### src/rtl/multiplex_pkg.sv
`default_nettype none
// ============================================================================
//  Module      : multiplex_pkg
//  Description : Shared types and default framing words for the transmit
//                framer and the receive-side frame detector.
//  Revision    : 1.0 - initial release
// ============================================================================
package multiplex_pkg;

    // Framer states. Values are fixed so that state dumps read the same
    // in every tool.
    typedef enum logic [2:0] {
        TRAIN = 3'd0,
        IDLE  = 3'd1,
        SOF   = 3'd2,
        DATA  = 3'd3,
        EOF   = 3'd4
    } state_t;

    // Default line words.
    localparam logic [7:0] c_train_word = 8'hF0;
    localparam logic [7:0] c_idle_word  = 8'h00;
    localparam logic [7:0] c_sof_word   = 8'hBC;
    localparam logic [7:0] c_eof_word   = 8'hFD;

    // True while a frame is in flight (SOF through EOF). A training
    // request seen here must be deferred until the frame has closed.
    function automatic logic is_frame_state(input state_t s);
        return (s == SOF) || (s == DATA) || (s == EOF);
    endfunction

endpackage
`default_nettype wire

### src/rtl/skew_shift.sv
`default_nettype none
// ============================================================================
//  Module      : skew_shift
//  Description : Transmit bit-skew stage. Keeps the current and previous
//                framer words and selects an 8-bit window out of their
//                concatenation, registered.
//                  par_clock - word clock
//                  reset     - asynchronous, active-high
//                  fsm_word  - word produced by the framer this cycle
//                  shift     - skew 0..7; top 'shift' bits of the output
//                              come from the older word
//                  data_out  - registered word to the serializer
//  Revision    : 1.0 - initial release
// ============================================================================
module skew_shift (
    input  logic       par_clock,
    input  logic       reset,
    input  logic [7:0] fsm_word,
    input  logic [2:0] shift,
    output logic [7:0] data_out
);

    logic [7:0]  r_word_q;
    // Only the low seven bits of the previous word can ever land in the
    // window (shift tops out at 7), so bit 7 is not stored.
    logic [6:0]  r_prev_q;
    logic [7:0]  r_data_out;
    logic [14:0] w_ext;

    assign w_ext = {r_prev_q, r_word_q};

    always_ff @(posedge par_clock or posedge reset) begin
        if (reset) begin
            r_word_q   <= 8'h00;
            r_prev_q   <= 7'h00;
            r_data_out <= 8'h00;
        end else begin
            r_word_q   <= fsm_word;
            r_prev_q   <= r_word_q[6:0];
            r_data_out <= w_ext[shift +: 8];
        end
    end

    assign data_out = r_data_out;

endmodule
`default_nettype wire

### src/rtl/multiplex_framer.sv
`default_nettype none
// ============================================================================
//  Module      : multiplex_framer
//  Description : Transmit framer for an external 8:1 serializer. Emits a
//                training burst, then SOF / payload / EOF frames with IDLE
//                fill, through a programmable 0-7 bit skew stage.
//                  par_clock   - word clock, one word per cycle
//                  reset       - asynchronous, active-high
//                  train_req   - level request for a training burst
//                  data_in     - payload byte
//                  data_valid  - data_in valid
//                  data_last   - data_in is the final byte of the frame
//                  data_ready  - framer consumes data_in this cycle
//                  shift       - transmit bit skew 0..7
//                  data_out    - word to serializer (2-cycle latency)
//                  training    - framer is generating TRAIN words
//                  frame_count - completed frames, wrapping
//  Revision    : 1.0 - initial release
// ============================================================================
module multiplex_framer
    import multiplex_pkg::*;
#(
    parameter logic [7:0]  TRAIN_WORD = c_train_word,
    parameter int unsigned TRAIN_LEN  = 64,
    parameter logic [7:0]  IDLE_WORD  = c_idle_word,
    parameter logic [7:0]  SOF_WORD   = c_sof_word,
    parameter logic [7:0]  EOF_WORD   = c_eof_word
) (
    input  logic        par_clock,
    input  logic        reset,
    input  logic        train_req,
    input  logic [7:0]  data_in,
    input  logic        data_valid,
    input  logic        data_last,
    output logic        data_ready,
    input  logic [2:0]  shift,
    output logic [7:0]  data_out,
    output logic        training,
    output logic [15:0] frame_count
);

    localparam logic [15:0] c_train_last = 16'(TRAIN_LEN - 1);

    state_t      r_state;
    state_t      w_next_state;
    logic [7:0]  w_fsm_word;
    logic [15:0] r_train_cnt;
    logic        r_train_pend;
    logic [15:0] r_frame_count;
    logic        w_enter_train;

    // ------------------------------------------------------------------
    // State register
    // ------------------------------------------------------------------
    always_ff @(posedge par_clock or posedge reset) begin
        if (reset) begin
            r_state <= TRAIN;
        end else begin
            r_state <= w_next_state;
        end
    end

    // ------------------------------------------------------------------
    // Next state and word selection
    // ------------------------------------------------------------------
    always_comb begin
        w_next_state = r_state;
        w_fsm_word   = IDLE_WORD;
        case (r_state)
            TRAIN: begin
                // Requests during a burst are ignored; it never stretches.
                w_fsm_word = TRAIN_WORD;
                if (r_train_cnt == c_train_last) begin
                    w_next_state = IDLE;
                end
            end
            IDLE: begin
                if (train_req) begin
                    w_next_state = TRAIN;
                end else if (data_valid) begin
                    w_next_state = SOF;
                end
            end
            SOF: begin
                w_fsm_word   = SOF_WORD;
                w_next_state = DATA;
            end
            DATA: begin
                // Underrun sends IDLE fill but keeps the frame open.
                if (data_valid) begin
                    w_fsm_word = data_in;
                    if (data_last) begin
                        w_next_state = EOF;
                    end
                end
            end
            EOF: begin
                w_fsm_word   = EOF_WORD;
                w_next_state = (train_req || r_train_pend) ? TRAIN : IDLE;
            end
            default: begin
                w_next_state = TRAIN;
            end
        endcase
    end

    assign data_ready    = (r_state == DATA);
    assign training      = (r_state == TRAIN);
    assign w_enter_train = (w_next_state == TRAIN) && (r_state != TRAIN);

    // ------------------------------------------------------------------
    // Training burst length counter
    // ------------------------------------------------------------------
    always_ff @(posedge par_clock or posedge reset) begin
        if (reset) begin
            r_train_cnt <= 16'd0;
        end else if (r_state == TRAIN) begin
            r_train_cnt <= (r_train_cnt == c_train_last) ? 16'd0 : r_train_cnt + 16'd1;
        end else begin
            r_train_cnt <= 16'd0;
        end
    end

    // ------------------------------------------------------------------
    // Deferred training request. Entering TRAIN takes priority so a
    // request in the EOF cycle is consumed rather than left behind.
    // ------------------------------------------------------------------
    always_ff @(posedge par_clock or posedge reset) begin
        if (reset) begin
            r_train_pend <= 1'b0;
        end else if (w_enter_train) begin
            r_train_pend <= 1'b0;
        end else if (train_req && is_frame_state(r_state)) begin
            r_train_pend <= 1'b1;
        end
    end

    // ------------------------------------------------------------------
    // Completed-frame counter, wraps naturally at 16 bits
    // ------------------------------------------------------------------
    always_ff @(posedge par_clock or posedge reset) begin
        if (reset) begin
            r_frame_count <= 16'd0;
        end else if (r_state == EOF) begin
            r_frame_count <= r_frame_count + 16'd1;
        end
    end

    assign frame_count = r_frame_count;

    // ------------------------------------------------------------------
    // Output skew stage
    // ------------------------------------------------------------------
    skew_shift u_skew_shift (
        .par_clock (par_clock),
        .reset     (reset),
        .fsm_word  (w_fsm_word),
        .shift     (shift),
        .data_out  (data_out)
    );

endmodule
`default_nettype wire

### config.mk
export PLATFORM = sky130hd
export DESIGN_NAME = multiplex_framer
export DESIGN_NICKNAME = d
export VERILOG_FILES = /design/src/rtl/multiplex_pkg.sv /design/src/rtl/skew_shift.sv /design/src/rtl/multiplex_framer.sv
export SDC_FILE = /design/constraint.sdc
export NUM_CORES = 1
export LEC_CHECK = 0
export CORE_MARGIN = 2
export CORE_UTILIZATION = 45
export CTS_BUF_LIST = sky130_fd_sc_hd__clkbuf_8
export DETAILED_ROUTE_END_ITERATION = 12
export PLACE_DENSITY = 0.78
export SLEW_MARGIN = 30
export SYNTH_ARGS = -nofsm -noshare
export SYNTH_HDL_FRONTEND = slang
export SYNTH_SLANG_ARGS = --single-unit
export TNS_END_PERCENT = 20
### constraint.sdc
create_clock -name par_clock -period 4.6 [get_ports par_clock]
set_clock_uncertainty 0.2 [all_clocks]
set_input_delay 0.92 -clock par_clock [delete_from_list [all_inputs] [get_ports par_clock]]
set_output_delay 0.92 -clock par_clock [all_outputs]
set_load 0.01 [all_outputs]
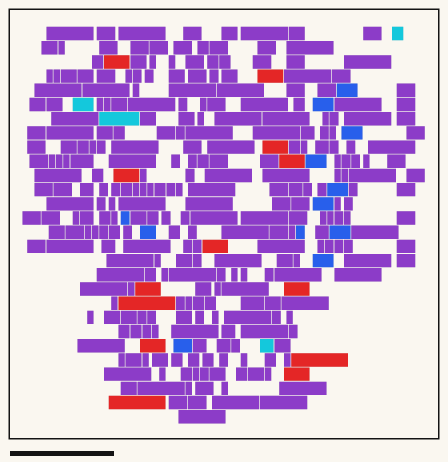
(cell sizes after repair)
Bar = 20 um.
| color | size | cells |
|---|---|---|
| purple | x1 and smaller | 284 |
| blue | x2 | 12 |
| red | x6 and larger | 13 |
| cyan | x3 and x4 | 4 |
finished layout cell area: 3450 um2
area delta synth->final: 25.8%
Non-CTS buffers: 42
final worst setup slack: 1570 ps

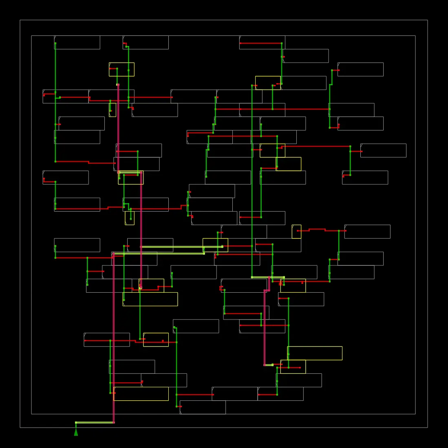
(the clock network)
Clock Sinks: 59
Seq cells: 59

==> Changelog: implementation <==
### Physical design

* Final Setup Violations at 0
* Synth Area in Adders at less than 1%
* Reg power frac at approximately 43%
* # H-tree levels at 3
* Signal inverters at 8
* Yosys Chip Area at roughly 2700 um2
* Worst EP arrival at ~1900 ps
* TritonCTS clock tree: built
* # fillers at slightly below 500
* Buffers & Inverters on Critical Path at 2
* Top class by area: registers
* Overall fraction of global-route tracks in use at 17.8%
* Comb pwr share at around 22%
* FF-to-FF path depth at 4
* DR WL met2 at approximately 2700 um
* Worst min path class: reg -> reg
* Multi-input logic area at between 1000 and 1500 um2
* Power Total at 0.00165 W
* Seq share, synth at between 50% and 60%
* First-pass GRT wire length at roughly 9000 um
* Ys cells at 265
* Hold path startpoint: u_skew_shift.r_word_q[0]
* Initial antenna violation count at 0
* Critical path capture point: training
* Post-synth ARST share at 100%
* CP Launch Type: flip-flop
* Flops after synth at around 60
* Number of enable flip-flop cells at 0
* Drt wl/cell at between 10 and 15 um
* VDD IR-drop max at ~0.27 mV
* Post-DP HPWL at ~3800 um
* Clock-cell share at under 10%
* Dpl cell area at between 3000 and 4000 um2
* Avg Cell Area, Syn at a little over 10 um2
* Grt peak-use layer: met2
* LEAKAGE at 1.50 nW
* Layout cells sized above 1 at a little under a tenth
* Final Hold Fails at 0
* Hold depth at 0
* DR top layer: met4
* Cell family with most CP delay: buffers and inverters
* First-pass DRT Iterations at 4
* Flop share of the area at a little over two fifths
* Top-count cell post-synth: dfrtp_1
* PortBufs at just over 40
* Root buf cell: clkbuf_8
* Status: finished clean
* Drt drc at 0
* Late-Pin Clk Latency at approximately 330 ps
* AO/OA Area Share at between 6 and 7%
* PD cells at between 400 and 500 nW/um2
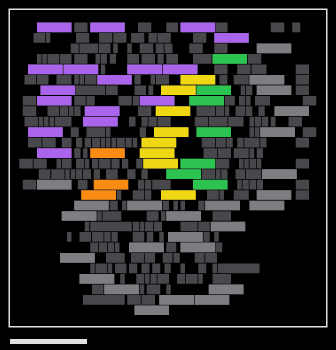
(register map, names as in the netlist)
Bar = 20 um.
| color | netlist name | flops |
|---|---|---|
| green | u_skew_shift.r_prev_q | 7 |
| purple | frame_count | 16 |
| yellow | u_skew_shift.r_word_q | 8 |
| orange | r_state | 3 |
not colored: 25

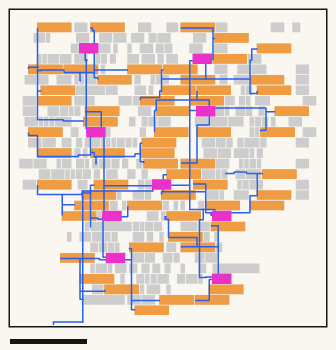
(routed clock nets over the placement)
Bar = 20 um.
[blue] clock wires | length: 748 um
[orange] flip-flops | count: 59
[magenta] clock-net drivers | count: 9
flops lie: all over the die
routed clock nets: 10
clock power share: 34.6%
clock-net power: 0.000569 W

## layout by cell type (no fill, tap or decap), drive strengths merged, types with 2 or more instances in the layout
master         instances
ha                     2
nand3                 18
and3                   4
clkbuf                10
nand2                 27
a211oi                 2
or4                    2
or3                    3
nand4                  9
mux2                   8
nor2b                  2
o21ai                  9
xnor2                 20
bufinv                 3
a21oi                 16
mux2i                  8
clkdlybuf4s50         41
o211ai                 2
clkinv                 2
nor4                   5
inv                    9
dfrtp                 59
nor2                  26
nor3                   5
xor2                   8
and2                   3
## kinds of logic after synthesis
| group | Yosys count |
|---|---|
| mux | 16 |
| simple gates | 109 |
| buf+inv | 18 |
| xor+xnor | 28 |
| flops | 59 |
| fa+ha+maj | 2 |
| compound gates | 33 |
Power is estimated from default activity; no workload was simulated.
